$ cat config.mk
export PLATFORM = sky130hd
export DESIGN_NAME = inst_fetch_unit
export DESIGN_NICKNAME = d
export VERILOG_FILES = /design/src/rtl/fetch_pkg.sv /design/src/rtl/fetch_fifo.sv /design/src/rtl/inst_fetch_unit.sv
export SDC_FILE = /design/constraint.sdc
export NUM_CORES = 1
export LEC_CHECK = 0
export CAP_MARGIN = 10
export CELL_PAD_IN_SITES_DETAIL_PLACEMENT = 1
export CELL_PAD_IN_SITES_GLOBAL_PLACEMENT = 2
export CORE_UTILIZATION = 35
export CTS_CLUSTER_DIAMETER = 50
export DETAILED_ROUTE_END_ITERATION = 10
export GPL_TIMING_DRIVEN = 0
export PLACE_DENSITY_LB_ADDON = 0.1
export REMOVE_ABC_BUFFERS = 1
export SLEW_MARGIN = 20
export SYNTH_ARGS = -nofsm -noshare
export SYNTH_HDL_FRONTEND = slang
export SYNTH_SLANG_ARGS = --single-unit
$ cat constraint.sdc
create_clock -name clk -period 2.9 [get_ports clk]
set_clock_uncertainty 0.1 [all_clocks]
set_input_delay 0.435 -clock clk [delete_from_list [all_inputs] [get_ports clk]]
set_output_delay 0.435 -clock clk [all_outputs]
set_load 0.1 [all_outputs]
$ cat src/rtl/fetch_pkg.sv
// Shared types and default widths for the instruction fetch sequencer.
package fetch_pkg;

  localparam int unsigned FETCH_ADDR_W     = 12;
  localparam int unsigned FETCH_DATA_W     = 32;
  localparam int unsigned FETCH_FIFO_DEPTH = 4;

  typedef enum logic [1:0] {
    IDLE  = 2'd0,
    FETCH = 2'd1,
    DRAIN = 2'd2
  } fetch_state_t;

  typedef struct packed {
    logic [FETCH_ADDR_W-1:0] pc;
    logic [FETCH_DATA_W-1:0] data;
  } fetch_entry_t;

endpackage

$ cat src/rtl/fetch_fifo.sv
// Show-ahead synchronous FIFO of fetch entries with flush; head is valid whenever not empty.
module fetch_fifo
  import fetch_pkg::*;
#(
  parameter int unsigned DEPTH   = FETCH_FIFO_DEPTH,
  parameter type         entry_t = fetch_entry_t
) (
  input  logic                       clk,
  input  logic                       rst,
  input  logic                       push_i,
  input  entry_t                     entry_i,
  input  logic                       pop_i,
  input  logic                       flush_i,
  output entry_t                     head_o,
  output logic                       empty_o,
  output logic [$clog2(DEPTH):0]     count_o
);

  localparam int unsigned PTR_W = $clog2(DEPTH);

  entry_t             mem_q [DEPTH];
  logic [PTR_W-1:0]   wr_q;
  logic [PTR_W-1:0]   rd_q;
  logic [PTR_W:0]     cnt_q;
  logic               full;
  logic               do_push;
  logic               do_pop;

  assign empty_o = (cnt_q == '0);
  assign full    = (cnt_q == (PTR_W+1)'(DEPTH));
  assign do_pop  = pop_i & ~empty_o;
  // A push into a full FIFO is only accepted when the head leaves in the same cycle.
  assign do_push = push_i & (~full | do_pop);
  assign head_o  = mem_q[rd_q];
  assign count_o = cnt_q;

  always_ff @(posedge clk) begin
    if (rst || flush_i) begin
      wr_q  <= '0;
      rd_q  <= '0;
      cnt_q <= '0;
    end else begin
      if (do_push) wr_q <= wr_q + PTR_W'(1);
      if (do_pop)  rd_q <= rd_q + PTR_W'(1);
      unique case ({do_push, do_pop})
        2'b10:   cnt_q <= cnt_q + (PTR_W+1)'(1);
        2'b01:   cnt_q <= cnt_q - (PTR_W+1)'(1);
        default: cnt_q <= cnt_q;
      endcase
    end
  end

  always_ff @(posedge clk) begin
    if (do_push && !flush_i) mem_q[wr_q] <= entry_i;
  end

endmodule

$ cat src/rtl/inst_fetch_unit.sv
// Instruction fetch sequencer: walks the ROM from start_pc to end_pc, absorbs the
// one-cycle ROM latency and hands {pc, instruction} to the decoder via valid/ready.
module inst_fetch_unit
  import fetch_pkg::*;
#(
  parameter int unsigned ADDR_W     = FETCH_ADDR_W,
  parameter int unsigned DATA_W     = FETCH_DATA_W,
  parameter int unsigned FIFO_DEPTH = FETCH_FIFO_DEPTH
) (
  input  logic              clk,
  input  logic              rst,
  input  logic              start,
  input  logic [ADDR_W-1:0] start_pc,
  input  logic [ADDR_W-1:0] end_pc,
  input  logic              redirect_valid,
  input  logic [ADDR_W-1:0] redirect_pc,
  output logic              rom_ce,
  output logic [ADDR_W-1:0] rom_addr,
  input  logic [DATA_W-1:0] rom_rdata,
  output logic              inst_valid,
  input  logic              inst_ready,
  output logic [DATA_W-1:0] inst_data,
  output logic [ADDR_W-1:0] inst_pc,
  output logic              busy
);

  localparam int unsigned CNT_W = $clog2(FIFO_DEPTH) + 1;

  typedef struct packed {
    logic [ADDR_W-1:0] pc;
    logic [DATA_W-1:0] data;
  } entry_t;

  fetch_state_t      state_q, state_d;
  logic [ADDR_W-1:0] pc_q, pc_d;
  logic [ADDR_W-1:0] end_q, end_d;
  logic              inflight_q;
  logic [ADDR_W-1:0] inflight_pc_q;
  logic              kill_q;

  logic              start_fire;
  logic              redirect_fire;
  logic              credit_ok;
  logic              push;
  logic              pop;
  logic              drain_done;
  logic              fifo_empty;
  logic [CNT_W-1:0]  fifo_count;
  entry_t            fifo_head;
  entry_t            fifo_in;

  assign start_fire    = start & (state_q == IDLE);
  assign redirect_fire = redirect_valid & (state_q != IDLE);

  // Reserve a slot for the word already on its way so the FIFO can never overflow.
  assign credit_ok = ({1'b0, fifo_count} + (CNT_W+1)'(inflight_q)) < (CNT_W+1)'(FIFO_DEPTH);

  assign rom_ce   = (state_q == FETCH) & credit_ok;
  assign rom_addr = pc_q;

  // Words issued before a redirect are dropped on arrival: kill_q covers a read
  // issued in the redirect cycle, redirect_fire covers the one landing in it.
  assign push    = inflight_q & ~kill_q & ~redirect_fire;
  assign fifo_in = '{pc: inflight_pc_q, data: rom_rdata};
  assign pop     = inst_valid & inst_ready;

  assign drain_done = ~push & (fifo_count == CNT_W'(pop));

  fetch_fifo #(
    .DEPTH   (FIFO_DEPTH),
    .entry_t (entry_t)
  ) u_fifo (
    .clk     (clk),
    .rst     (rst),
    .push_i  (push),
    .entry_i (fifo_in),
    .pop_i   (pop),
    .flush_i (redirect_fire),
    .head_o  (fifo_head),
    .empty_o (fifo_empty),
    .count_o (fifo_count)
  );

  assign inst_valid = ~fifo_empty;
  assign inst_pc    = fifo_empty ? '0 : fifo_head.pc;
  assign inst_data  = fifo_empty ? '0 : fifo_head.data;
  assign busy       = (state_q != IDLE);

  always_comb begin
    state_d = state_q;
    pc_d    = pc_q;
    end_d   = end_q;
    unique case (state_q)
      IDLE: begin
        if (start_fire) begin
          state_d = FETCH;
          pc_d    = start_pc;
          end_d   = end_pc;
        end
      end
      FETCH: begin
        if (redirect_fire) begin
          pc_d = redirect_pc;
        end else if (rom_ce) begin
          pc_d = pc_q + ADDR_W'(1);
          if (pc_q == end_q) state_d = DRAIN;
        end
      end
      DRAIN: begin
        if (redirect_fire) begin
          state_d = FETCH;
          pc_d    = redirect_pc;
        end else if (drain_done) begin
          state_d = IDLE;
        end
      end
      default: state_d = IDLE;
    endcase
  end

  always_ff @(posedge clk) begin
    if (rst) begin
      state_q       <= IDLE;
      pc_q          <= '0;
      end_q         <= '0;
      inflight_q    <= 1'b0;
      inflight_pc_q <= '0;
      kill_q        <= 1'b0;
    end else begin
      state_q       <= state_d;
      pc_q          <= pc_d;
      end_q         <= end_d;
      inflight_q    <= rom_ce;
      inflight_pc_q <= pc_q;
      kill_q        <= rom_ce & redirect_fire;
    end
  end

endmodule

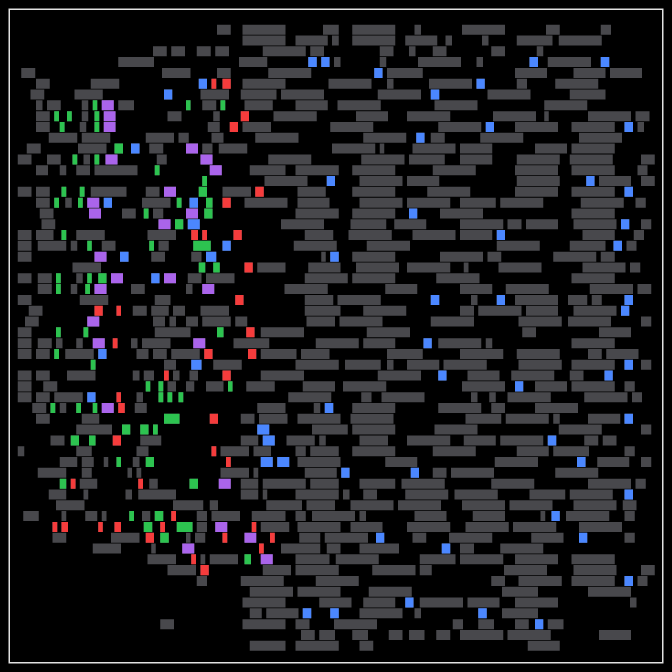
*Gate families picked out, run 1*
legend:
  blue:
    family: AND and OR gates
    cells: 61
    where: all over the die
  red:
    family: NOR gates
    cells: 40
  green:
    family: NAND gates
    cells: 64
  purple:
    family: XOR/XNOR gates
    cells: 26
most numerous logic cell after layout: edfxtp_1
fin cells: 1066
fraction of area in multi-input gates: 23.38%

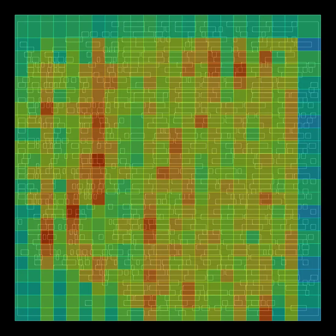
*Track usage over the die, run 1*
most used routing layer: met2
met2 Use GR: 28.65%
gr usage total: 16.21%
GRT met3 Usage: 2.626%

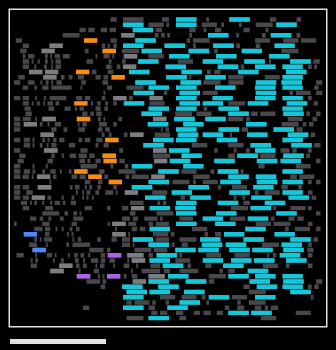
*Sequential cells colored by netlist name, run 1*
The bar under the picture is 50 µm long.
legend:
  purple:
    netlist_name: u_fifo.count_o
    placed_flops: 3
  cyan:
    netlist_name: u_fifo.mem_q
    placed_flops: 176
  orange:
    netlist_name: rom_addr
    placed_flops: 12
  blue:
    netlist_name: state_q
    placed_flops: 2
Sequential cell area: 6274 µm²
Seq area share: 53.38%
seq pwr: 4.20 mW

==> flow_summary_export.csv, run 1 <==
group,metric,value,unit
clock_tree,cts_max_level,1,
die,fp_util,36.09,%
worst_setup_path,path_buffers,1,
worst_setup_path,crit_family,"buffers and inverters",
run_status,status,"completed",
synthesis,yosys_warnings,0,
layout,comb_area,2748,µm²
timing,relSlewSlack,34.89,%
power,switchingPower,5.776,mW
worst_setup_path,r2r_slack,0.27,ns
clock_tree,clock_latency,0.52,ns
clock_tree,postCtsHoldBufs,0,
timing,finalHoldViolations,0,
worst_setup_path,worstPathArrival,2.31,ns
worst_setup_path,r2r_end,"rom_addr[1]$_SDFFE_PP0P_",
placement,place.gp.congestion,0.7457,
timing,finalCriticalPeriod,2.845,ns
layout,n_all_inverters,11,
layout,n_antenna_cell,0,
synthesis,topCellsByArea,"edfxtp_1 (57%), mux4_2 (11%), dfxtp_1 (11%)",
die,core_area,25470,µm²
die,rows,58,
timing,finalMaxSlewViolations,0,
synthesis,synthArstFlopShare,0,%
layout,n_all_buffers,143,
power,combPwrFrac,43.1,%
die,die_area,26920,µm²
synthesis,ys_cells,578,
timing,worst_pin_slew,0.9736,ns
clock_tree,cts_tree,"built",
layout,buf_share,11.82,%
detailed_routing,met2_length,10670,µm
layout,n_fill_cell,2492,
placement,hpwl,13480,µm
power,peakVddDrop,0.6045,mV
timing,fin_hold_ws,0.3492,ns
-- run 1: registers in the layout, summed over array words and instances (netlist names), named ones only --
| name | count |
|---|---|
| inflight_q | 1 |
| u_fifo.rd_q | 2 |
| u_fifo.count_o | 3 |
| inflight_pc_q | 12 |
| rom_addr | 12 |
| state_q | 2 |
| end_q | 12 |
| u_fifo.mem_q | 176 |
| kill_q | 1 |
| u_fifo.wr_q | 2 |
-- run 1: cells by family (layout without fill, tap and decap cells) --
family | Yosys count | after routing | share of synthesized area (%)
compound gates | 61 | 61 | 5.185
xor+xnor | 26 | 26 | 2.477
fa+ha+maj | 10 | 10 | 1.443
buf+inv | 45 | 203 | 2.177
flops | 225 | 225 | 68.15
mux | 46 | 46 | 11.00
simple gates | 165 | 165 | 9.567
-- run 1: per-layer routing --
| layer | GRT usage [%] | vias to the layer above |
|---|---|---|
| met5 | 0 | - |
| met4 | 3.998 | 0 |
| met3 | 2.626 | 31 |
| met2 | 28.65 | 140 |
| met1 | 20.62 | 2598 |
| li1 | - | 2466 |
-- run 1: how the worst max path moves through the flow --
stage / start / endpoint / slack, ns / depth (start not counted)
floorplan: flop / inst_data[0] / -0.77 / 2
global route: u_fifo.count_o[2]$_SDFFE_PP0P_ / inst_data[11] / 0.0003 / 5
global placement: flop / inst_pc[11] / -2.36 / 3
detailed placement: flop / inst_pc[0] / -0.34 / 4
finish: rom_addr[0]$_SDFFE_PP0P_ / rom_addr[0] / 0.06 / 1
CTS: flop / inst_pc[0] / -0.04 / 4
-- run 1: power groups by stage --
stage               registers [mW]  logic [mW]  clock network (mW)
floorplan                     4.76        3.80                   0
global placement              4.44        5.59                   0
detailed placement            4.36        5.78                   0
CTS                           4.21        5.76                3.41
global route                  4.25        6.01                3.53
finish                        4.20        5.70                3.32
==> run 2, diff against run 1 <==
--- a/config.mk
+++ b/config.mk
@@ -5,7 +5,7 @@
 export SDC_FILE = /design/constraint.sdc
 export NUM_CORES = 1
 export LEC_CHECK = 0
-export CAP_MARGIN = 10
+export CAP_MARGIN = 5
 export CELL_PAD_IN_SITES_DETAIL_PLACEMENT = 1
 export CELL_PAD_IN_SITES_GLOBAL_PLACEMENT = 2
 export CORE_UTILIZATION = 35
@@ -14,6 +14,7 @@
 export GPL_TIMING_DRIVEN = 0
 export PLACE_DENSITY_LB_ADDON = 0.1
 export REMOVE_ABC_BUFFERS = 1
+export SETUP_SLACK_MARGIN = 0.2
 export SLEW_MARGIN = 20
 export SYNTH_ARGS = -nofsm -noshare
 export SYNTH_HDL_FRONTEND = slang
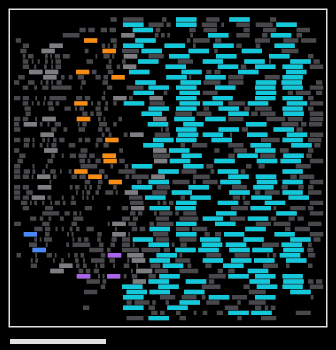
*Sequential cells colored by netlist name, run 2*
The bar under the picture is 50 µm long.
Seq area share: 50.45%
post-layout util: 48.82%

==> flow_summary_export.csv, run 2 <==
group,metric,value,unit
synthesis,topCellsByArea,"edfxtp_1 (57%), mux4_2 (11%), dfxtp_1 (11%)",
power,comb_power,6.84,mW
detailed_routing,met2_length,11390,µm
clock_tree,cts_tree,"built",
grt,grt.met1_usage,20.71,%
timing,finalHoldViolations,0,
worst_setup_path,path_buffers,4,
power,peakVddDrop,0.7666,mV
layout,n_fill_cell,2433,
grt,met2_usage,29.29,%
clock_tree,clock_latency,0.52,ns
grt,top_usage_layer,"met2",
layout,final_cells,1084,
worst_setup_path,worstPathArrival,2.18,ns
layout,n_antenna_cell,0,
power,seq_cell_power,4.20,mW
die,core_area,25470,µm²
layout,top_register,"u_fifo.mem_q",
layout,largest_register_ffs,176,
timing,worst_pin_slew,0.9643,ns
placement,hpwl,13480,µm
die,fp_util,36.09,%
die,die_area,26920,µm²
power,combPwrFrac,47.6,%
run_status,status,"completed",
grt,gr-usage-met3,2.576,%
layout,lay_top_count,"edfxtp_1",
worst_setup_path,crit_family,"buffers and inverters",
power,power_leader,"combinational logic",
clock_tree,cts_max_level,1,
## run 2: cell counts after synthesis
Identical to the previous run, type by type.
## run 2: final cells by class
| cell class | count | area (µm²) | area share (%) |
|---|---|---|---|
| clock buffer | 34 | 733.2 | 5.896 |
| clock inverter | 15 | 155.1 | 1.248 |
| inverter | 11 | 45.04 | 0.3622 |
| multi-input combinational | 310 | 2848 | 22.90 |
| sequential | 225 | 6274 | 50.45 |
| tap | 330 | 412.9 | 3.320 |
| timing repair buffer | 159 | 1968 | 15.83 |
## run 2: worst paths after layout
path	cells after the start	end	slack, ns
worst max-delay path	6	inst_pc[0]	0.19
worst min-delay path	2	inflight_q$_SDFF_PP0_	0.35
worst max register to register	7	u_fifo.mem_q[0][11]$_DFFE_PP_	0.34
worst min register to register	2	end_q[4]$_SDFFE_PP0P_	0.37
## run 2: what timing repair did
| action | CTS | global route |
|---|---|---|
| gates cloned | 3 | 3 |
| pin swaps | 1 | 12 |
| hold buffers | 0 | 0 |
| buffers inserted | 9 | 9 |
| resized | 328 | 73 |
| setup endpoints to repair | 68 | 133 |
## run 2: cells by family (layout without fill, tap and decap cells)
kind of cell	Yosys count	count (layout)	share of synthesized area [%]
buffers and inverters	45	219	2.177
xor gates and xnor gates	26	26	2.477
and+or+nand+nor	165	167	9.567
DFF	225	225	68.15
adders and majority gates	10	10	1.443
AOI/OAI and AO/OA	61	61	5.185
muxes	46	46	11.00
## run 2: worst reg2reg max path, cell delays in order (launching register included)
cell        delay, ns
dfxtp_1          0.48
clkinvlp_4       0.26
buf_12           0.19
buf_4            0.13
a311oi_4         0.23
buf_4            0.20
and2_4           0.37
buf_12           0.26
==> run 3, diff against run 2 <==
--- a/config.mk
+++ b/config.mk
@@ -9,7 +9,7 @@
 export CELL_PAD_IN_SITES_DETAIL_PLACEMENT = 1
 export CELL_PAD_IN_SITES_GLOBAL_PLACEMENT = 2
 export CORE_UTILIZATION = 35
-export CTS_CLUSTER_DIAMETER = 50
+export CTS_CLUSTER_DIAMETER = 60
 export DETAILED_ROUTE_END_ITERATION = 10
 export GPL_TIMING_DRIVEN = 0
 export PLACE_DENSITY_LB_ADDON = 0.1
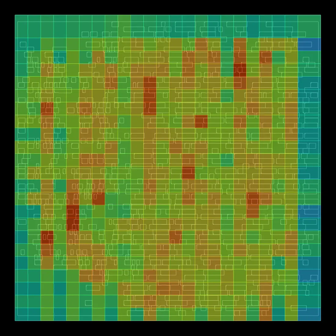
*Track usage over the die, run 3*
post-layout util: 48.50%
per-cell routed wire length: 20.73 µm
met2 Use GR: 29.15%

==> flow_summary_export.csv, run 3 <==
group,metric,value,unit
timing,fin_hold_ws,0.3557,ns
worst_setup_path,crit_family,"buffers and inverters",
timing,relSlewSlack,35.97,%
synthesis,ys_sh_aoi,5.185,%
timing,finalMaxSlewViolations,0,
layout,largest_register_ffs,176,
synthesis,ys_sh_mux,11.00,%
layout,final_cells,1076,
detailed_routing,met2_length,11390,µm
synthesis,simple_gate_share,9.567,%
run_status,status,"completed",
synthesis,synthArstFlopShare,0,%
layout,lay_top_count,"edfxtp_1",
layout,top_register,"u_fifo.mem_q",
synthesis,yosys_warnings,0,
placement,place.gp.congestion,0.7457,
synthesis,topCellsByArea,"edfxtp_1 (57%), mux4_2 (11%), dfxtp_1 (11%)",
die,fp_util,36.09,%
timing,finalCriticalPeriod,2.710,ns
grt,grt.met1_usage,21.10,%
grt,track_usage,16.53,%
power,peakVddDrop,0.6913,mV
synthesis,top_logic_kind,"multiplexers",
die,die_area,26920,µm²
placement,hpwl,13480,µm
layout,n_fill_cell,2424,
synthesis,adder_share,1.443,%
clock_tree,cts_max_level,1,
grt,top_usage_layer,"met2",
synthesis,ys_cells,578,
run 3: netlist changes by cell type in the layout (fill, tap and decap cells not counted), sizes merged:
cell	previous run	this run
buf	73	72
bufinv	2	3
clkbuf	36	32
clkinv	7	5
clkinvlp	2	4
inv	15	11
run 3: cells by family (layout without fill, tap and decap cells):
kind of cell | Yosys count | after routing
xor+xnor | 26 | 26
fa+ha+maj | 10 | 10
compound gates | 61 | 61
simple gates | 165 | 167
flops | 225 | 225
mux | 46 | 46
buf+inv | 45 | 211
run 3: worst paths after layout:
kind	slack [ns]	cells past startpoint	endpoint	start
hold reg to reg	0.37	2	end_q[4]$_SDFFE_PP0P_	end_q[4]$_SDFFE_PP0P_
setup / recovery	0.19	6	inst_pc[0]	flop
hold / removal	0.36	2	inflight_q$_SDFF_PP0_	rst
setup reg to reg	0.34	7	u_fifo.mem_q[1][17]$_DFFE_PP_	u_fifo.count_o[0]$_SDFFE_PP0P_
run 3: layout make-up:
class                   instances  area, µm²  area share [%]
well taps                     330      412.9           3.342
clock buffers                  31      678.2           5.490
inverters                      11      45.04          0.3646
multi-input cells             310       2845           23.03
repair buffers                157       1951           15.79
flip-flops and latches        225       6274           50.78
clock inverters                12      147.6           1.195
run 3: what timing repair did:
| item | CTS | global route |
|---|---|---|
| gates cloned | 3 | 3 |
| setup buffers | 9 | 7 |
| endpoints found under the setup margin | 68 | 123 |
| gates resized | 305 | 96 |
| pin swaps | 1 | 12 |
run 3: power by group:
part           total (mW)  leakage, nW  internal [mW]  switching, mW
clock                3.18        0.396           1.92           1.26
combinational        6.82         1.86           2.44           4.37
sequential           4.20         1.99           3.85          0.356
total                14.2         4.24           8.21           5.99
Power is estimated from default activity; no workload was simulated.
